<file path="config.mk">
export PLATFORM = sky130hd
export DESIGN_NAME = router_sched_flat
export DESIGN_NICKNAME = d
export VERILOG_FILES = /design/src/rtl/router_pkg.sv /design/src/rtl/router_sched_if.sv /design/src/rtl/router_sched_rr_arbiter.sv /design/src/rtl/router_sched.sv /design/src/flat_wrapper.sv
export SDC_FILE = /design/constraint.sdc
export NUM_CORES = 1
export LEC_CHECK = 0
export CAP_MARGIN = 20
export CORE_MARGIN = 10
export CORE_UTILIZATION = 30
export CTS_BUF_LIST = sky130_fd_sc_hd__clkbuf_16
export DETAILED_ROUTE_END_ITERATION = 8
export SYNTH_ARGS = -nofsm -noshare
export SYNTH_HDL_FRONTEND = slang
export SYNTH_SLANG_ARGS = --single-unit
</file>
<file path="constraint.sdc">
create_clock -name clk -period 15.1 [get_ports clk]
set_input_delay 2.265 -clock clk [delete_from_list [all_inputs] [get_ports clk]]
set_output_delay 2.265 -clock clk [all_outputs]
set_load 0.02 [all_outputs]
</file>
<file path="src/rtl/router_pkg.sv">
// Shared router types: scheduler state encoding, port-count helpers and port index type.
`ifndef ROUTER_NUM_PORTS
`define ROUTER_NUM_PORTS 4
`endif

package router_pkg;

  localparam int NUM_PORTS = `ROUTER_NUM_PORTS;
  localparam int NP        = NUM_PORTS + 1;
  localparam int DEST_W    = $clog2(NP);

  typedef logic [DEST_W-1:0] port_idx_t;

  localparam logic [0:0] ST_IDLE   = 1'b0;
  localparam logic [0:0] ST_LOCKED = 1'b1;

  typedef enum logic [0:0] {
    IDLE   = ST_IDLE,
    LOCKED = ST_LOCKED
  } sched_state_t;

endpackage

</file>
<file path="src/rtl/router_sched_if.sv">
// Scheduler handshake bundle between ingress/egress FIFO control and the crossbar scheduler.
interface router_sched_if
  import router_pkg::*;
#(
  parameter int NP     = router_pkg::NP,
  parameter int DEST_W = router_pkg::DEST_W
);

  logic [NP-1:0]        in_req;
  logic [NP*DEST_W-1:0] in_dest;
  logic [NP-1:0]        in_last;
  logic [NP-1:0]        out_rdy;
  logic [NP-1:0]        in_pop;
  logic [NP-1:0]        out_push;
  logic [NP*DEST_W-1:0] out_sel;
  logic [NP-1:0]        out_busy;
  logic [NP-1:0]        err_dest;

  modport master (
    output in_req, in_dest, in_last, out_rdy,
    input  in_pop, out_push, out_sel, out_busy, err_dest
  );

  modport slave (
    input  in_req, in_dest, in_last, out_rdy,
    output in_pop, out_push, out_sel, out_busy, err_dest
  );

endinterface

</file>
<file path="src/rtl/router_sched_rr_arbiter.sv">
// Combinational round-robin pick: first request found scanning upward from ptr+1, wrapping at NP.
// Returns a one-hot grant (all zero when nothing requests) and the encoded winner index.
module rr_arbiter #(
  parameter int NP    = 5,
  parameter int IDX_W = 3
) (
  input  logic [NP-1:0]    req,
  input  logic [IDX_W-1:0] ptr,
  output logic [NP-1:0]    gnt,
  output logic [IDX_W-1:0] idx
);

  logic [IDX_W-1:0] c;

  // Scan farthest-first so the nearest requester after ptr overwrites earlier picks.
  always_comb begin
    gnt = '0;
    idx = '0;
    c   = '0;
    for (int k = NP; k >= 1; k--) begin
      c = IDX_W'((int'(ptr) + k) % NP);
      if (req[c]) begin
        gnt    = '0;
        gnt[c] = 1'b1;
        idx    = c;
      end
    end
  end

endmodule

</file>
<file path="src/rtl/router_sched.sv">
// Crossbar scheduler: per-egress round-robin arbitration with wormhole locks, grant one edge after header.
// Transfers stall in place on out_rdy/in_req low; pop/push/err are combinational, sel/busy registered.
`ifndef ROUTER_NUM_PORTS
`define ROUTER_NUM_PORTS 4
`endif

module router_sched
  import router_pkg::*;
#(
  parameter int NUM_PORTS = `ROUTER_NUM_PORTS,
  parameter int DEST_W    = $clog2(NUM_PORTS + 1)
) (
  input  logic          clk,
  input  logic          arst,
  router_sched_if.slave bus
);

  localparam int NPORTS = NUM_PORTS + 1;

  sched_state_t      state_q   [NPORTS];
  sched_state_t      state_d   [NPORTS];
  logic [DEST_W-1:0] ptr_q     [NPORTS];
  logic [DEST_W-1:0] ptr_d     [NPORTS];
  logic [DEST_W-1:0] out_sel_q [NPORTS];
  logic [DEST_W-1:0] out_sel_d [NPORTS];
  logic [DEST_W-1:0] dest      [NPORTS];
  logic [NPORTS-1:0] cand      [NPORTS];
  logic [NPORTS-1:0] gnt       [NPORTS];
  logic [DEST_W-1:0] win_idx   [NPORTS];
  logic [NPORTS-1:0] locked;
  logic [NPORTS-1:0] in_pop;
  logic [NPORTS-1:0] out_push;
  logic [NPORTS-1:0] err_dest;

  always_comb begin
    for (int i = 0; i < NPORTS; i++) begin
      dest[i] = bus.in_dest[i*DEST_W +: DEST_W];
    end
  end

  // Lock mask comes only from registered state, so a release takes effect one cycle later.
  always_comb begin
    locked = '0;
    for (int o = 0; o < NPORTS; o++) begin
      if (state_q[o] == LOCKED) begin
        locked[out_sel_q[o]] = 1'b1;
      end
    end
  end

  always_comb begin
    err_dest = '0;
    for (int o = 0; o < NPORTS; o++) begin
      cand[o] = '0;
      for (int i = 0; i < NPORTS; i++) begin
        cand[o][i] = bus.in_req[i] & ~locked[i] & (dest[i] == DEST_W'(o));
      end
    end
    for (int i = 0; i < NPORTS; i++) begin
      err_dest[i] = bus.in_req[i] & ~locked[i] & (int'(dest[i]) >= NPORTS);
    end
  end

  for (genvar g = 0; g < NPORTS; g++) begin : g_arb
    rr_arbiter #(
      .NP    (NPORTS),
      .IDX_W (DEST_W)
    ) u_arb (
      .req (cand[g]),
      .ptr (ptr_q[g]),
      .gnt (gnt[g]),
      .idx (win_idx[g])
    );
  end

  always_comb begin
    in_pop   = '0;
    out_push = '0;
    for (int o = 0; o < NPORTS; o++) begin
      state_d[o]   = state_q[o];
      ptr_d[o]     = ptr_q[o];
      out_sel_d[o] = out_sel_q[o];
      if (state_q[o] == IDLE) begin
        if (|gnt[o]) begin
          state_d[o]   = LOCKED;
          ptr_d[o]     = win_idx[o];
          out_sel_d[o] = win_idx[o];
        end
      end else if (bus.in_req[out_sel_q[o]] && bus.out_rdy[o]) begin
        out_push[o]           = 1'b1;
        in_pop[out_sel_q[o]]  = 1'b1;
        if (bus.in_last[out_sel_q[o]]) begin
          state_d[o] = IDLE;
        end
      end
    end
  end

  always_ff @(posedge clk) begin
    if (arst) begin
      for (int o = 0; o < NPORTS; o++) begin
        state_q[o]   <= IDLE;
        ptr_q[o]     <= DEST_W'(NPORTS - 1);
        out_sel_q[o] <= '0;
      end
    end else begin
      for (int o = 0; o < NPORTS; o++) begin
        state_q[o]   <= state_d[o];
        ptr_q[o]     <= ptr_d[o];
        out_sel_q[o] <= out_sel_d[o];
      end
    end
  end

  always_comb begin
    bus.out_sel  = '0;
    bus.out_busy = '0;
    for (int o = 0; o < NPORTS; o++) begin
      bus.out_sel[o*DEST_W +: DEST_W] = out_sel_q[o];
      bus.out_busy[o]                 = (state_q[o] == LOCKED);
    end
  end

  assign bus.in_pop   = in_pop;
  assign bus.out_push = out_push;
  assign bus.err_dest = err_dest;

endmodule
</file>
<file path="src/flat_wrapper.sv">
// flat-port wrapper written by rule: the top's interface ports become plain ports
module router_sched_flat import router_pkg::*;
#(
  parameter int NUM_PORTS = `ROUTER_NUM_PORTS,
  parameter int DEST_W    = $clog2(NUM_PORTS + 1)
)
  (clk, arst, bus_in_req, bus_in_dest, bus_in_last, bus_out_rdy, bus_in_pop, bus_out_push, bus_out_sel, bus_out_busy, bus_err_dest);
  router_sched_if #(.DEST_W(DEST_W)) bus_i ();
  input  logic clk;
  input  logic arst;
  input wire logic [$bits(bus_i.in_req)-1:0] bus_in_req;
  input wire logic [$bits(bus_i.in_dest)-1:0] bus_in_dest;
  input wire logic [$bits(bus_i.in_last)-1:0] bus_in_last;
  input wire logic [$bits(bus_i.out_rdy)-1:0] bus_out_rdy;
  output wire logic [$bits(bus_i.in_pop)-1:0] bus_in_pop;
  output wire logic [$bits(bus_i.out_push)-1:0] bus_out_push;
  output wire logic [$bits(bus_i.out_sel)-1:0] bus_out_sel;
  output wire logic [$bits(bus_i.out_busy)-1:0] bus_out_busy;
  output wire logic [$bits(bus_i.err_dest)-1:0] bus_err_dest;
  assign bus_i.in_req = bus_in_req;
  assign bus_i.in_dest = bus_in_dest;
  assign bus_i.in_last = bus_in_last;
  assign bus_i.out_rdy = bus_out_rdy;
  assign bus_in_pop = bus_i.in_pop;
  assign bus_out_push = bus_i.out_push;
  assign bus_out_sel = bus_i.out_sel;
  assign bus_out_busy = bus_i.out_busy;
  assign bus_err_dest = bus_i.err_dest;
  router_sched #(.NUM_PORTS(NUM_PORTS), .DEST_W(DEST_W)) u_core (.clk(clk), .arst(arst), .bus(bus_i));
endmodule
</file>
==> results.txt <==
This note records the results obtained with Yosys and OpenROAD.

Critical path
The timing report gives the biggest stage delay along the critical path as 0.71 ns. The timing report shows that the slowest cell on the worst path is clkdlybuf4s50_1. Looking at the critical path, the highest net fanout was 6. The startpoint of the worst register-to-register path is u_core.ptr_q[0][7].

Synthesis
After Yosys synthesis, full adders, half adders and majority gates account for 14.3% of the synthesized area. Counting flops with an async set or reset pin after synthesis yields a share of 0%. The proportion of synthesized chip area in sequential cells is 4.69%. The number of enable-type register cells in the synthesized netlist is 0. The main logic family after synthesis is AND-OR/OR-AND gates. Synthesis produced a netlist with a net count of 1,622.

The number of cells in Yosys stat is 1,468.

Cells and area
Excluding fillers, the count of instances in the completed layout stands at 1,934. The cell kind with the greatest summed area is multi-input combinational cells. The register with the most flip-flops in the layout has 15 of them. The clock buffer count is 3.

Floorplan
The horizontal die dimension reported for this design is 209 um. The height of the die is 209 um. The number of tap cells inserted is 461.

Clock tree
The post-cts resize count is 0.

Route
The routed design uses 15,900 um of met2 wire. The average via count per standard cell is 5.85. The number of search-and-repair iterations in the first detailed-routing pass is 6.

Pwr
For this design the static power due to leakage is 4.56 nW.

Outcome
The flow ran to the end, and the final reports show no timing, DRC or antenna violations.

Placement
After detailed placement, the design holds a cell count of 1,929.

Flow run
Across all stage logs, warnings added up to 97.

STA
For the pin with the worst max-slew slack, the measured transition is 1.04 ns. The number of pins with negative max-slew slack in the final report is 0.

Min path
For the worst min-delay path, the startpoint reported by OpenROAD is u_core.state_q[0][4].
Where the registers sit:
Other sequential cells in the stronger grey, the rest of the logic in the fainter grey.
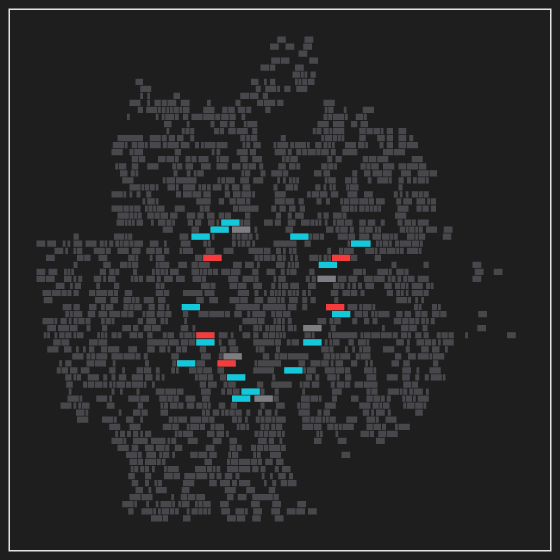
Key: red = u_core.out_sel_q [placed flops 5, where centre]; cyan = u_core.ptr_q [placed flops 15, where centre]
fraction of the core area covered by cells at the end of the flow: 33.2%
sequential cell power: 0.000148 W
Flop area: 502 um2
sequential fraction of total cell area: 4.28%

Metal 4:
Supply wires on this layer in grey.
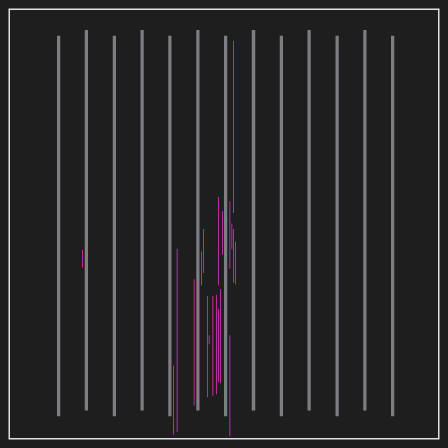
The longest straight run is 89.1 um. 20 nets have wire on it.
final WL: 34,100 um
total via count in the routed design: 11,310

Clock distribution:
Bar = 50 um.
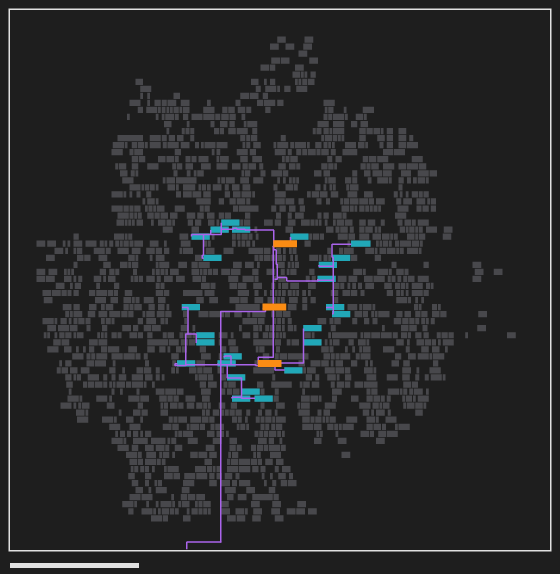
Key: cyan = flip-flops [count 25]; purple = clock wires [length 463 um]; orange = cells driving clock nets [count 3]
Position of the flops: centre.
P_clk: 0.0000611 W
largest clock skew in the final design: 0.00474 ns
share of total power in the clock network: 2.7%

Power figures rest on the tool's default switching activity, not on a simulated workload.
